===== src/rtl/vec_pkg.sv =====
// Shared constants and encodings for the dot-product sequencer.
// Memory map, state codes and memory opcodes live here.
package vec_pkg;

  localparam int WORD_BITS  = 4;
  localparam int MAX_LEN    = 16;
  localparam int VEC_A_BASE = 1;
  localparam int VEC_B_BASE = 17;
  localparam int OUT_BASE   = 33;

  localparam logic [1:0] ST_IDLE    = 2'b00;
  localparam logic [1:0] ST_RUNNING = 2'b01;
  localparam logic [1:0] ST_DONE    = 2'b10;

  typedef enum logic [1:0] {
    OP_READ  = 2'd0,
    OP_WRITE = 2'd1,
    OP_RUN   = 2'd2
  } op_e;

  typedef enum logic [2:0] {
    S_IDLE,
    S_FETCH_A,
    S_FETCH_B,
    S_MAC,
    S_WRITE_LO,
    S_WRITE_HI,
    S_DONE
  } fsm_e;

  function automatic logic [1:0] state_code(input fsm_e s);
    logic [1:0] c;
    c = ST_RUNNING;
    if (s == S_IDLE) c = ST_IDLE;
    if (s == S_DONE) c = ST_DONE;
    return c;
  endfunction

endpackage


===== src/rtl/nibble_mac.sv =====
// 4x4 unsigned multiply feeding a 12-bit accumulator.
// clr wins over en so a new run always starts from zero.
module nibble_mac (
  input  logic        clk,
  input  logic        rst_n,
  input  logic        clr,
  input  logic        en,
  input  logic [3:0]  a,
  input  logic [3:0]  b,
  output logic [11:0] acc
);

  logic [11:0] acc_q, acc_d;
  logic [7:0]  prod;

  always_comb begin
    prod  = {4'b0, a} * {4'b0, b};
    acc_d = acc_q;
    if (clr)
      acc_d = '0;
    else if (en)
      acc_d = acc_q + {4'b0, prod};
  end

  always_ff @(posedge clk or negedge rst_n) begin
    if (!rst_n)
      acc_q <= '0;
    else
      acc_q <= acc_d;
  end

  assign acc = acc_q;

endmodule


===== src/rtl/dot_product_sequencer.sv =====
// Reads vectors A and B from shared memory, accumulates their
// dot product and writes the low byte back as two nibbles.
module dot_product_sequencer #(
  parameter int WORD_BITS  = vec_pkg::WORD_BITS,
  parameter int MAX_LEN    = vec_pkg::MAX_LEN,
  parameter int VEC_A_BASE = vec_pkg::VEC_A_BASE,
  parameter int VEC_B_BASE = vec_pkg::VEC_B_BASE,
  parameter int OUT_BASE   = vec_pkg::OUT_BASE
) (
  input  logic                 clk,
  input  logic                 rst_n,
  input  logic                 start,
  input  logic                 abort,
  input  logic                 clear,
  input  logic [4:0]           len,
  output logic [5:0]           mem_addr,
  output logic                 mem_rd_en,
  input  logic [WORD_BITS-1:0] mem_rd_data,
  output logic                 mem_wr_en,
  output logic [WORD_BITS-1:0] mem_wr_data,
  output logic                 busy,
  output logic                 done,
  output logic [1:0]           state,
  output logic [7:0]           result,
  output logic                 overflow
);

  import vec_pkg::*;

  localparam logic [5:0] A_BASE = 6'(VEC_A_BASE);
  localparam logic [5:0] B_BASE = 6'(VEC_B_BASE);
  localparam logic [5:0] O_BASE = 6'(OUT_BASE);
  localparam logic [4:0] LEN_MAX = 5'(MAX_LEN);

  fsm_e        state_q, state_d;
  logic [4:0]  n_q, i_q;
  logic [3:0]  a_q;
  logic [7:0]  result_q;
  logic        ovf_q;
  logic [11:0] acc;
  logic [4:0]  len_c;
  logic        idle_or_done;
  logic        go;
  op_e         op;
  logic [5:0]  addr;
  logic [3:0]  wdata;

  assign len_c = (len > LEN_MAX) ? LEN_MAX : len;
  assign idle_or_done = (state_q == S_IDLE) || (state_q == S_DONE);
  assign go = idle_or_done && start && !abort;

  nibble_mac u_mac (
    .clk   (clk),
    .rst_n (rst_n),
    .clr   (go),
    .en    (state_q == S_MAC),
    .a     (a_q),
    .b     (mem_rd_data[3:0]),
    .acc   (acc)
  );

  always_ff @(posedge clk or negedge rst_n) begin
    if (!rst_n)
      state_q <= S_IDLE;
    else
      state_q <= state_d;
  end

  always_comb begin
    state_d = state_q;
    unique case (state_q)
      S_IDLE, S_DONE: begin
        if (go)
          state_d = (len_c == 5'd0) ? S_WRITE_LO : S_FETCH_A;
        else if (state_q == S_DONE && (abort || clear))
          state_d = S_IDLE;
      end
      S_FETCH_A:  state_d = abort ? S_IDLE : S_FETCH_B;
      S_FETCH_B:  state_d = abort ? S_IDLE : S_MAC;
      S_MAC: begin
        if (abort)
          state_d = S_IDLE;
        else if (i_q + 5'd1 < n_q)
          state_d = S_FETCH_A;
        else
          state_d = S_WRITE_LO;
      end
      S_WRITE_LO: state_d = abort ? S_IDLE : S_WRITE_HI;
      S_WRITE_HI: state_d = abort ? S_IDLE : S_DONE;
      default:    state_d = S_IDLE;
    endcase
  end

  always_ff @(posedge clk or negedge rst_n) begin
    if (!rst_n) begin
      n_q      <= '0;
      i_q      <= '0;
      a_q      <= '0;
      result_q <= '0;
      ovf_q    <= 1'b0;
    end else begin
      if (go) begin
        n_q <= len_c;
        i_q <= '0;
      end else if (state_q == S_MAC) begin
        i_q <= i_q + 5'd1;
      end
      if (state_q == S_FETCH_B)
        a_q <= mem_rd_data[3:0];
      // Only a completed write-back publishes a new result.
      if (state_q == S_WRITE_HI && state_d == S_DONE) begin
        result_q <= acc[7:0];
        ovf_q    <= |acc[11:8];
      end
    end
  end

  always_comb begin
    op    = OP_RUN;
    addr  = '0;
    wdata = '0;
    unique case (state_q)
      S_FETCH_A: begin
        op   = OP_READ;
        addr = A_BASE + {1'b0, i_q};
      end
      S_FETCH_B: begin
        op   = OP_READ;
        addr = B_BASE + {1'b0, i_q};
      end
      S_WRITE_LO: begin
        op    = OP_WRITE;
        addr  = O_BASE;
        wdata = acc[3:0];
      end
      S_WRITE_HI: begin
        op    = OP_WRITE;
        addr  = O_BASE + 6'd1;
        wdata = acc[7:4];
      end
      default: op = OP_RUN;
    endcase
  end

  assign mem_addr    = addr;
  assign mem_rd_en   = (op == OP_READ);
  assign mem_wr_en   = (op == OP_WRITE);
  assign mem_wr_data = wdata;
  assign state       = state_code(state_q);
  assign busy        = (state == ST_RUNNING);
  assign done        = (state == ST_DONE);
  assign result      = result_q;
  assign overflow    = ovf_q;

endmodule

===== config.mk =====
export PLATFORM = sky130hd
export DESIGN_NAME = dot_product_sequencer
export DESIGN_NICKNAME = d
export VERILOG_FILES = /design/src/rtl/vec_pkg.sv /design/src/rtl/nibble_mac.sv /design/src/rtl/dot_product_sequencer.sv
export SDC_FILE = /design/constraint.sdc
export NUM_CORES = 1
export LEC_CHECK = 0
export ABC_AREA = 0
export CAP_MARGIN = 10
export CORE_ASPECT_RATIO = 1.75
export CORE_UTILIZATION = 30
export CTS_CLUSTER_SIZE = 16
export DETAILED_ROUTE_END_ITERATION = 10
export GPL_ROUTABILITY_DRIVEN = 0
export PLACE_DENSITY = 0.57
export SETUP_SLACK_MARGIN = 0.1
export SLEW_MARGIN = 20
export SYNTH_ARGS = -nofsm -noshare
export SYNTH_HDL_FRONTEND = slang
export SYNTH_SLANG_ARGS = --single-unit

===== constraint.sdc =====
create_clock -name clk -period 5.3 [get_ports clk]
set_input_delay 1.06 -clock clk [delete_from_list [all_inputs] [get_ports clk]]
set_output_delay 1.06 -clock clk [all_outputs]
set_load 0.02 [all_outputs]

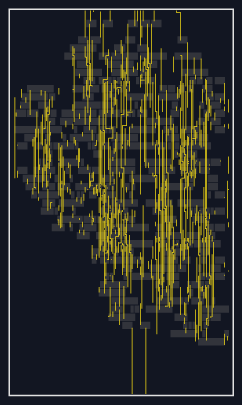
run_1/layer_met2.png
Scale: 3 px per µm.
longest straight run	56.1 µm
nets with wire on the layer	310
DR vias: 2,163
routed wire length: 6078 µm
met2 Use GR: 26.26%

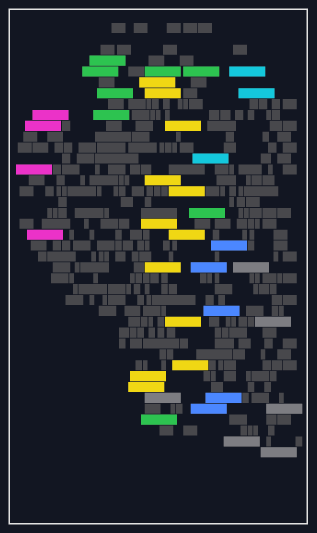
run_1/flops_by_reg.png
Scale: 4 px per µm. Other sequential cells in the stronger gray, the rest of the logic in the fainter gray.
signal	color	placed flops
u_mac.acc	yellow	12
i_q	blue	5
result	green	8
a_q	magenta	4
state_q	cyan	3
not colored	6
register area: 950.9 µm²
final core occ: 38.82%
sequential portion of the cell area: 27.89%

==> flow_metrics.py, run 1 <==
# Auto-generated metrics
metrics = {
    "sta": {
        "finalSetupTns_ns": 0,
    },
    "global_route": {
        "antenna_found_initial": 0,
        "first_global_vias": 2056,
    },
    "cells_and_area": {
        "layout.cells.non_filler": 444,
        "clkbuf_count": 6,
        "area_growth_pct": 24.77,
    },
    "setup_path": {
        "rrSetupSlack_ns": 1.82,
        "cp.arrival_ns": 4.60,
        "r2r-end": "u_mac.acc[10]$_DFFE_PN0P_",
        "cpLargestDelayFamily": "adder cells",
        "critPathSlowestCell": "clkdlybuf4s50_1",
    },
    "synthesis": {
        "ys.flops": 38,
        "syn_nets": 335,
        "edf_count": 0,
        "synth.distinct_cells": 48,
        "yosys_warnings": 0,
        "ys_sh_aoi_pct": 13.37,
        "synth_top_cell_by_count": "dfrtp_1",
        "synthTopCellsByCount": "38 x dfrtp_1, 32 x nand2_1, 29 x inv_1, 28 x o21ai_0, 24 x ha_1",
    },
    "clock_tree": {
        "clock-sinks": 38,
        "clk_pin_slew_ns": 0.06,
        "cts_root_buf": "clkbuf_16",
        "cts_resized": 0,
        "clkLatencyLatePin_ns": 0.28,
        "numCtsBuffers": 5,
    },
    "run_status": {
        "status": "complete, no violations",
    },
    "pwr": {
        "finalPower_mw": 1.764,
        "p_switching_mw": 0.7088,
        "p_clk_share_pct": 22.6,
    },
    "floorplan": {
        "die_width_um": 74.15,
    },
    "worst_hold_path": {
        "hold_class": "flop to flop",
        "hp-start": "n_q[0]$_DFFE_PN0P_",
    },
    "placement": {
        "dp_cells": 436,
    },
    "route": {
        "wl_met3_um": 196,
    },
}
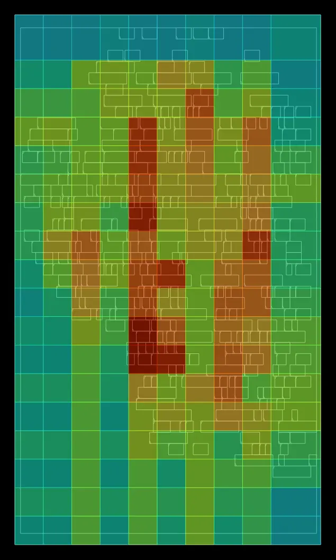
run_1/congestion.png
Tot GR Track Use: 13.69%
met3 usage: 1.887%
wire length per cell: 13.69 µm
GR Layer Usage met1: 14.70%

run_1/detail.png
Region (17, 70) to (57, 110) µm. Cells in gray, sequential cells in the stronger gray; small squares are vias.
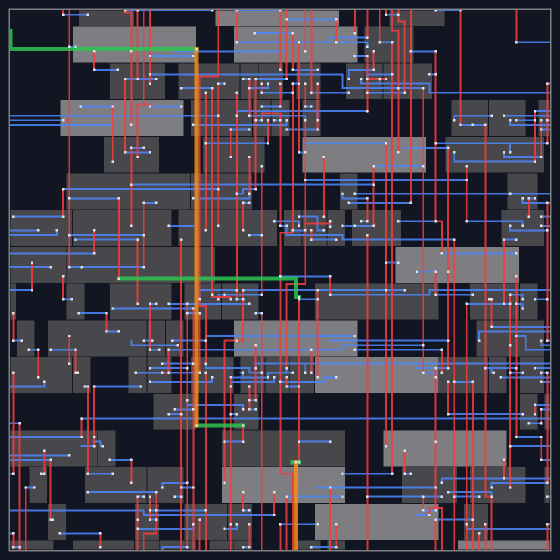

==> run 2, diff against run 1 <==
clock period = 4.3 ns   (was 5.3 ns; I/O delays follow)
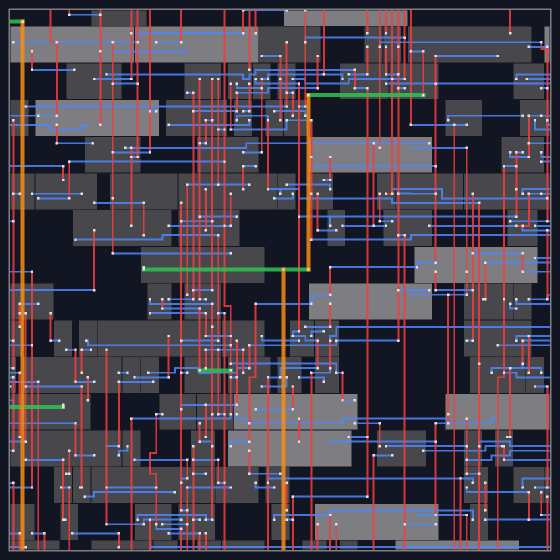
run_2/detail.png
Region (17, 70) to (57, 110) µm. Cells in gray, sequential cells in the stronger gray; small squares are vias.
layer	color
metal 4	orange
metal 2	red
metal 1	blue
metal 3	green
sequential cells in the window	10
most frequent	dfrtp_1 (10), inv_1 (9), nand2_1 (9)
netlist names of flops here include	u_mac.acc (5), result (3)
cells with their middle in the window	89

==> flow_metrics.py, run 2 <==
# Auto-generated metrics
metrics = {
    "floorplan": {
        "die_width_um": 74.15,
    },
    "pwr": {
        "p_clk_share_pct": 18.4,
        "p_switching_mw": 0.9096,
        "finalPower_mw": 2.206,
        "powerComb_mw": 1.22,
    },
    "clock_tree": {
        "clkLatencyLatePin_ns": 0.28,
        "cts_tree": "yes",
        "clock-sinks": 38,
        "cts_root_buf": "clkbuf_16",
        "numCtsBuffers": 5,
        "clk_pin_slew_ns": 0.06,
    },
    "cells_and_area": {
        "flop_area_um2": 950.9,
        "clkbuf_count": 8,
        "area_growth_pct": 26.28,
    },
    "synthesis": {
        "ys.flops": 38,
        "syn_nets": 335,
        "edf_count": 0,
        "synth_top_cell_by_count": "dfrtp_1",
        "synthTopCellsByCount": "38 x dfrtp_1, 32 x nand2_1, 29 x inv_1, 28 x o21ai_0, 24 x ha_1",
        "synth.distinct_cells": 48,
    },
    "route": {
        "vias": 2167,
        "drt_wl_total_um": 6349,
        "wl_met3_um": 169,
    },
    "global_route": {
        "first_global_vias": 2164,
        "antenna_found_initial": 0,
        "grt_util_met1_pct": 15.57,
    },
    "setup_path": {
        "r2r_cells": 11,
        "critPathSlowestCell": "fa_1",
        "r2r-end": "u_mac.acc[10]$_DFFE_PN0P_",
        "cp.arrival_ns": 4.24,
        "rrSetupSlack_ns": 0.91,
    },
    "sta": {
        "finalSetupTns_ns": 0,
    },
    "run_status": {
        "status": "complete, no violations",
    },
    "worst_hold_path": {
        "hold_class": "flop to flop",
    },
}
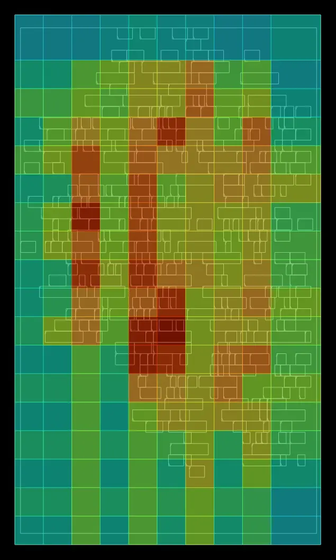
run_2/congestion.png
met3 usage: 2.358%
met2 Use GR: 27.01%
final core occ: 39.29%
wire length per cell: 14.11 µm
Tot GR Track Use: 14.44%

Power is estimated from default activity; no workload was simulated.
